===== src/rtl/ddr_read_burst_gen.sv =====
// Splits one linear read command into AXI INCR bursts for the DDR read-assist stage,
// limits bursts in flight and pulses done once every burst has returned.
// Optional 4 KB boundary guard: define DDR_RD_4K_GUARD_EN.
module ddr_read_burst_gen #(
    parameter int              ADDR_W             = 32,
    parameter int              ID_W               = 4,
    parameter int              LEN_W              = 8,
    parameter logic [ID_W-1:0] RID                = ID_W'(1),
    parameter int              C_M_AXI_DATA_WIDTH = 256,
    parameter int              MAX_BURST_BEATS    = 16,
    parameter int              MAX_OUTSTANDING    = 4
) (
    input  logic              clock,
    input  logic              resetN,
    input  logic              cmd_valid,
    output logic              cmd_ready,
    input  logic [ADDR_W-1:0] cmd_addr,
    input  logic [31:0]       cmd_bytes,
    output logic              busy,
    output logic              done,
    input  logic              axi_ready,
    output logic              read_request,
    output logic [ID_W-1:0]   axi_rid,
    output logic [ADDR_W-1:0] axi_raddr,
    output logic [LEN_W-1:0]  axi_len,
    input  logic [ID_W-1:0]   ddr_vid,
    input  logic              ddr_isLast
);

    localparam int          BB          = C_M_AXI_DATA_WIDTH / 8;
    localparam int          BB_LOG      = $clog2(BB);
    localparam logic [31:0] MAX_BEATS_C = 32'(MAX_BURST_BEATS);
    localparam logic [3:0]  MAX_OUT_C   = 4'(MAX_OUTSTANDING);

    typedef enum logic [1:0] {
        ST_IDLE  = 2'd0,
        ST_ISSUE = 2'd1,
        ST_GAP   = 2'd2,
        ST_DRAIN = 2'd3
    } state_t;

    state_t            r_state;
    logic [ADDR_W-1:0] r_cur_addr;
    logic [31:0]       r_rem_beats;
    logic [3:0]        r_outstanding;
    logic              r_cmd_ready;
    logic              r_busy;
    logic              r_done;

    logic [32:0]       w_bytes_up;
    logic [31:0]       w_cmd_beats;
    logic [31:0]       w_guard_beats;
    logic [31:0]       w_beats_lim;
    logic [31:0]       w_beats;
    logic [ADDR_W-1:0] w_addr_step;
    logic [LEN_W-1:0]  w_axi_len;
    logic              w_issue;
    logic              w_cpl;
    logic              w_cpl_eff;
    logic [3:0]        w_out_next;

    // 33-bit sum so a byte count near 2^32 still rounds up without overflow
    assign w_bytes_up  = {1'b0, cmd_bytes} + 33'(BB - 1);
    assign w_cmd_beats = 32'(w_bytes_up >> BB_LOG);

`ifdef DDR_RD_4K_GUARD_EN
    assign w_guard_beats = (32'd4096 - {20'd0, r_cur_addr[11:0]}) >> BB_LOG;
`else
    assign w_guard_beats = MAX_BEATS_C;
`endif

    assign w_beats_lim = (r_rem_beats < MAX_BEATS_C) ? r_rem_beats : MAX_BEATS_C;
    assign w_beats     = (w_guard_beats < w_beats_lim) ? w_guard_beats : w_beats_lim;
    assign w_addr_step = ADDR_W'(w_beats << BB_LOG);
    assign w_axi_len   = (w_beats == 32'd0) ? {LEN_W{1'b0}} : LEN_W'(w_beats - 32'd1);

    assign w_issue    = (r_state == ST_ISSUE) && axi_ready && (r_outstanding < MAX_OUT_C);
    assign w_cpl      = (ddr_vid == RID) && ddr_isLast;
    // completions with nothing in flight (e.g. stale beats after reset) are dropped
    assign w_cpl_eff  = w_cpl && (r_outstanding != 4'd0);
    assign w_out_next = r_outstanding + {3'd0, w_issue} - {3'd0, w_cpl_eff};

    assign cmd_ready    = r_cmd_ready;
    assign busy         = r_busy;
    assign done         = r_done;
    assign read_request = w_issue;
    assign axi_rid      = RID;
    assign axi_raddr    = r_cur_addr;
    assign axi_len      = w_axi_len;

    // command sequencing, burst bookkeeping and in-flight tracking
    always_ff @(posedge clock or negedge resetN) begin
        if (!resetN) begin
            r_state       <= ST_IDLE;
            r_cur_addr    <= {ADDR_W{1'b0}};
            r_rem_beats   <= 32'd0;
            r_outstanding <= 4'd0;
            r_cmd_ready   <= 1'b1;
            r_busy        <= 1'b0;
            r_done        <= 1'b0;
        end else begin
            r_outstanding <= w_out_next;
            r_done        <= 1'b0;
            case (r_state)
                ST_IDLE: begin
                    if (cmd_valid) begin
                        r_cur_addr  <= cmd_addr;
                        r_rem_beats <= w_cmd_beats;
                        if (w_cmd_beats == 32'd0) begin
                            r_done <= 1'b1;
                        end else begin
                            r_state     <= ST_ISSUE;
                            r_cmd_ready <= 1'b0;
                            r_busy      <= 1'b1;
                        end
                    end
                end
                ST_ISSUE: begin
                    if (w_issue) begin
                        r_cur_addr  <= r_cur_addr + w_addr_step;
                        r_rem_beats <= r_rem_beats - w_beats;
                        r_state     <= ST_GAP;
                    end
                end
                ST_GAP: begin
                    r_state <= (r_rem_beats != 32'd0) ? ST_ISSUE : ST_DRAIN;
                end
                ST_DRAIN: begin
                    if (w_out_next == 4'd0) begin
                        r_done      <= 1'b1;
                        r_state     <= ST_IDLE;
                        r_cmd_ready <= 1'b1;
                        r_busy      <= 1'b0;
                    end
                end
                default: begin
                    r_state     <= ST_IDLE;
                    r_cmd_ready <= 1'b1;
                    r_busy      <= 1'b0;
                end
            endcase
        end
    end

endmodule


===== config.mk =====
export PLATFORM = sky130hd
export DESIGN_NAME = ddr_read_burst_gen
export DESIGN_NICKNAME = d
export VERILOG_FILES = /design/src/rtl/ddr_read_burst_gen.sv
export SDC_FILE = /design/constraint.sdc
export NUM_CORES = 1
export LEC_CHECK = 0
export ABC_CLOCK_PERIOD_IN_PS = 5000
export CAP_MARGIN = 30
export CORE_MARGIN = 1
export CORE_UTILIZATION = 30
export CTS_BUF_LIST = sky130_fd_sc_hd__clkbuf_8
export DETAILED_ROUTE_END_ITERATION = 8
export PLACE_DENSITY = 0.58
export SLEW_MARGIN = 10
export SYNTH_ARGS = -nofsm -noshare
export SYNTH_HDL_FRONTEND = slang
export SYNTH_SLANG_ARGS = --single-unit

===== constraint.sdc =====
create_clock -name clock -period 5 [get_ports clock]
set_input_delay 0.75 -clock clock [delete_from_list [all_inputs] [get_ports clock]]
set_output_delay 0.75 -clock clock [all_outputs]
set_load 0.01 [all_outputs]

Fig. 1: sizing map
Scale bar: 50 um.
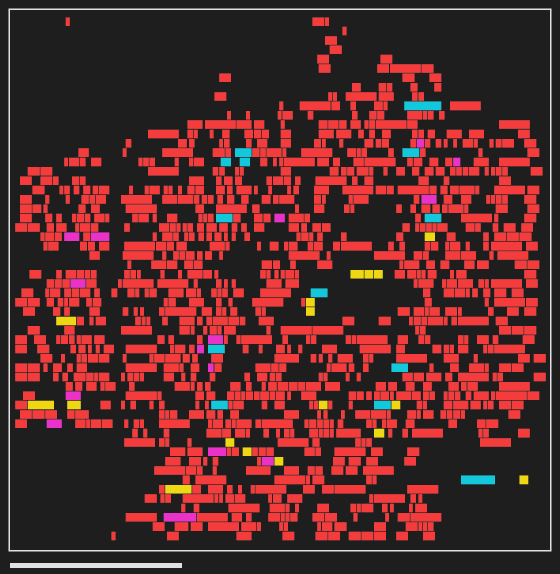
red -> _0 and _1 cells  # cells 1017, share 96%
cyan -> _6 and larger  # cells 13, share 1.2%
yellow -> _3 and _4 cells  # cells 17, share 1.6%
magenta -> _2 cells  # cells 15, share 1.4%
setup ws final: 0.778 ns
nonclk buf count: 124

Fig. 2: met2 routing
Scale bar: 50 um. Cells faint in the background.
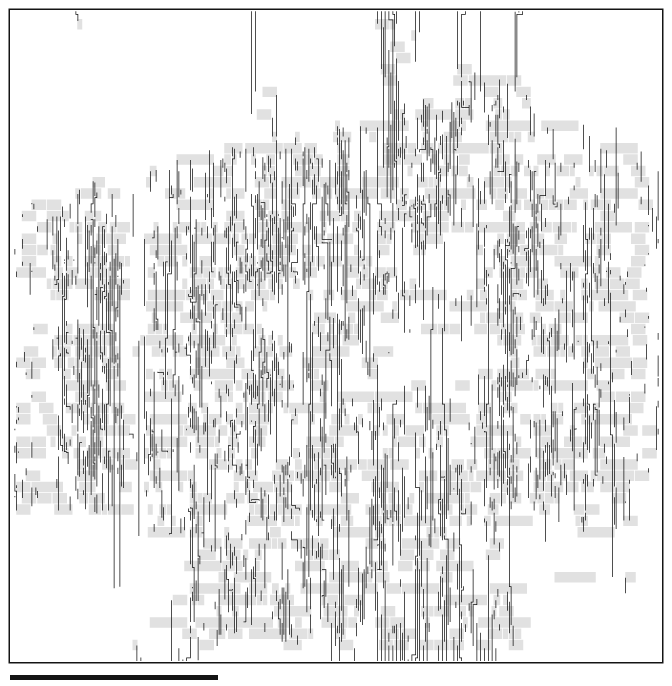
wire length on this layer = 9310 um
nets with wire on the layer = 955
main direction = vertical
longest straight run = 72.4 um
share of all routed wire = 45%
Detailed Route WL: 20600 um
met2 usage: 28.7%
via count: 6932

==> results.sh <==
# flow metrics
export IMPL_top_layer="met4"
export IMPL_worst_path_max_delay_cell="clkdlybuf4s50_1"
export IMPL_die_height_um=157
export IMPL_path_buffers=2
export IMPL_crit_start="r_rem_beats[30]"
export IMPL_cp_max_fo=7
export IMPL_cp_endpoint="axi_len[1]"
export IMPL_hold_buffers=0
export IMPL_vias_per_cell=5.02
export IMPL_slew_violations=0
export IMPL_syn_area_per_cell_um2=7.93
export IMPL_yosysTopAreaCellShare_pct=25.0
export IMPL_grt_pass1_wl_um=34000
export IMPL_postCtsSetupRepairBufs=0
export IMPL_gr_usage_met3_pct=1.84
export IMPL_io_pins=121
export IMPL_synth_distinct_cells=73
export IMPL_clockRootBuffer="clkbuf_8"
export IMPL_drive_gt1_share_pct=4.24
export IMPL_h_tree_depth=3
export IMPL_final_common_cell="clkdlybuf4s50_1"
export IMPL_r2r_cells=15
export IMPL_syn_to_final_growth_pct=25.9
export IMPL_yosysWarnings=0
export IMPL_ys_top_cells_by_area="dfrtp_1 (25%), ha_1 (12%), a21oi_1 (6.6%)"
export IMPL_numSynthFlops=73
export IMPL_port_buffers=115
export IMPL_power_leakage_nw=3.90
export IMPL_hpwl_um=15800
export IMPL_nets=1201
export IMPL_reg2reg_to="r_rem_beats[31]"
export IMPL_num_nonclk_inverters=40
export IMPL_fin_setup_tns_ns=0
export IMPL_status="finished, final reports clean"
export IMPL_antenna_left=0
export IMPL_track_usage_pct=17.4
export IMPL_fin_cells=1381
export IMPL_buf_share_pct=13.6
export IMPL_cts_tree="built"
export IMPL_dr_first_iter_drc_count=325
export IMPL_clkCellAreaFrac_pct=2.22
export IMPL_vdd_ir_drop_max_uv=198
export IMPL_logic_family="AND-OR/OR-AND gates"
export IMPL_met3WireLength_um=845
export IMPL_grt_max_degree=65
export IMPL_holdWs_ns=0.338
export IMPL_sh_seq_area_pct=20.1
export IMPL_hold_viol=0
export IMPL_finalPower_w=0.00483
export IMPL_min_path_type="in2async"
export IMPL_xor_area_share_pct=8.25
Fig. 3: a small window of the routed layout
Scale bar: 10 um. Window x 59 to 99, y 27 to 67 um. Cells in gray, sequential cells in the stronger gray; small squares are vias.
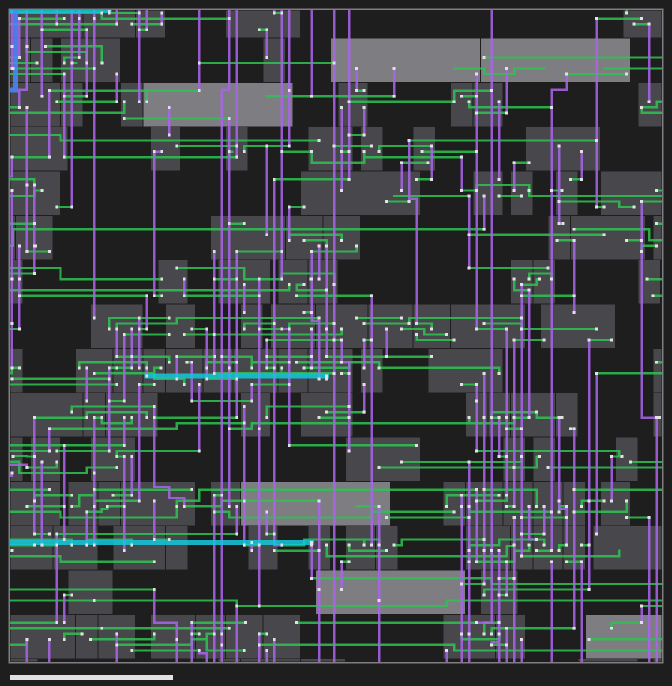
green -> metal 1
purple -> metal 2
cyan -> metal 3
blue -> metal 4
cells with their middle in the window = 117
most frequent = ha_1 (12), inv_1 (11), o21ai_0 (11)
sequential cells in the window = 6
netlist names of flops here include = r_rem_beats (5), axi_raddr (1)

-- power by group --
group | leakage (nW) | switching (W) | internal, W
Sequential | 0.875 | 0.000255 | 0.000872
Combinational | 2.92 | 0.00179 | 0.00141
Clock | 0.100 | 0.000271 | 0.000235
-- how the worst min path moves through the flow --
stage | endpoint | cells past startpoint | slack, ns | start
2_1_floorplan | axi_raddr[0] | 0 | 0.45 | resetN
3_3_place_gp | axi_raddr[1] | 2 | 0.47 | axi_raddr[1]
3_5_place_dp | axi_raddr[0] | 2 | 0.47 | axi_raddr[0]
4_1_cts | axi_raddr[25] | 1 | 0.34 | resetN
5_1_grt | axi_raddr[11] | 1 | 0.36 | resetN
6_report | axi_raddr[12] | 1 | 0.34 | resetN
Power is estimated from default activity; no workload was simulated.
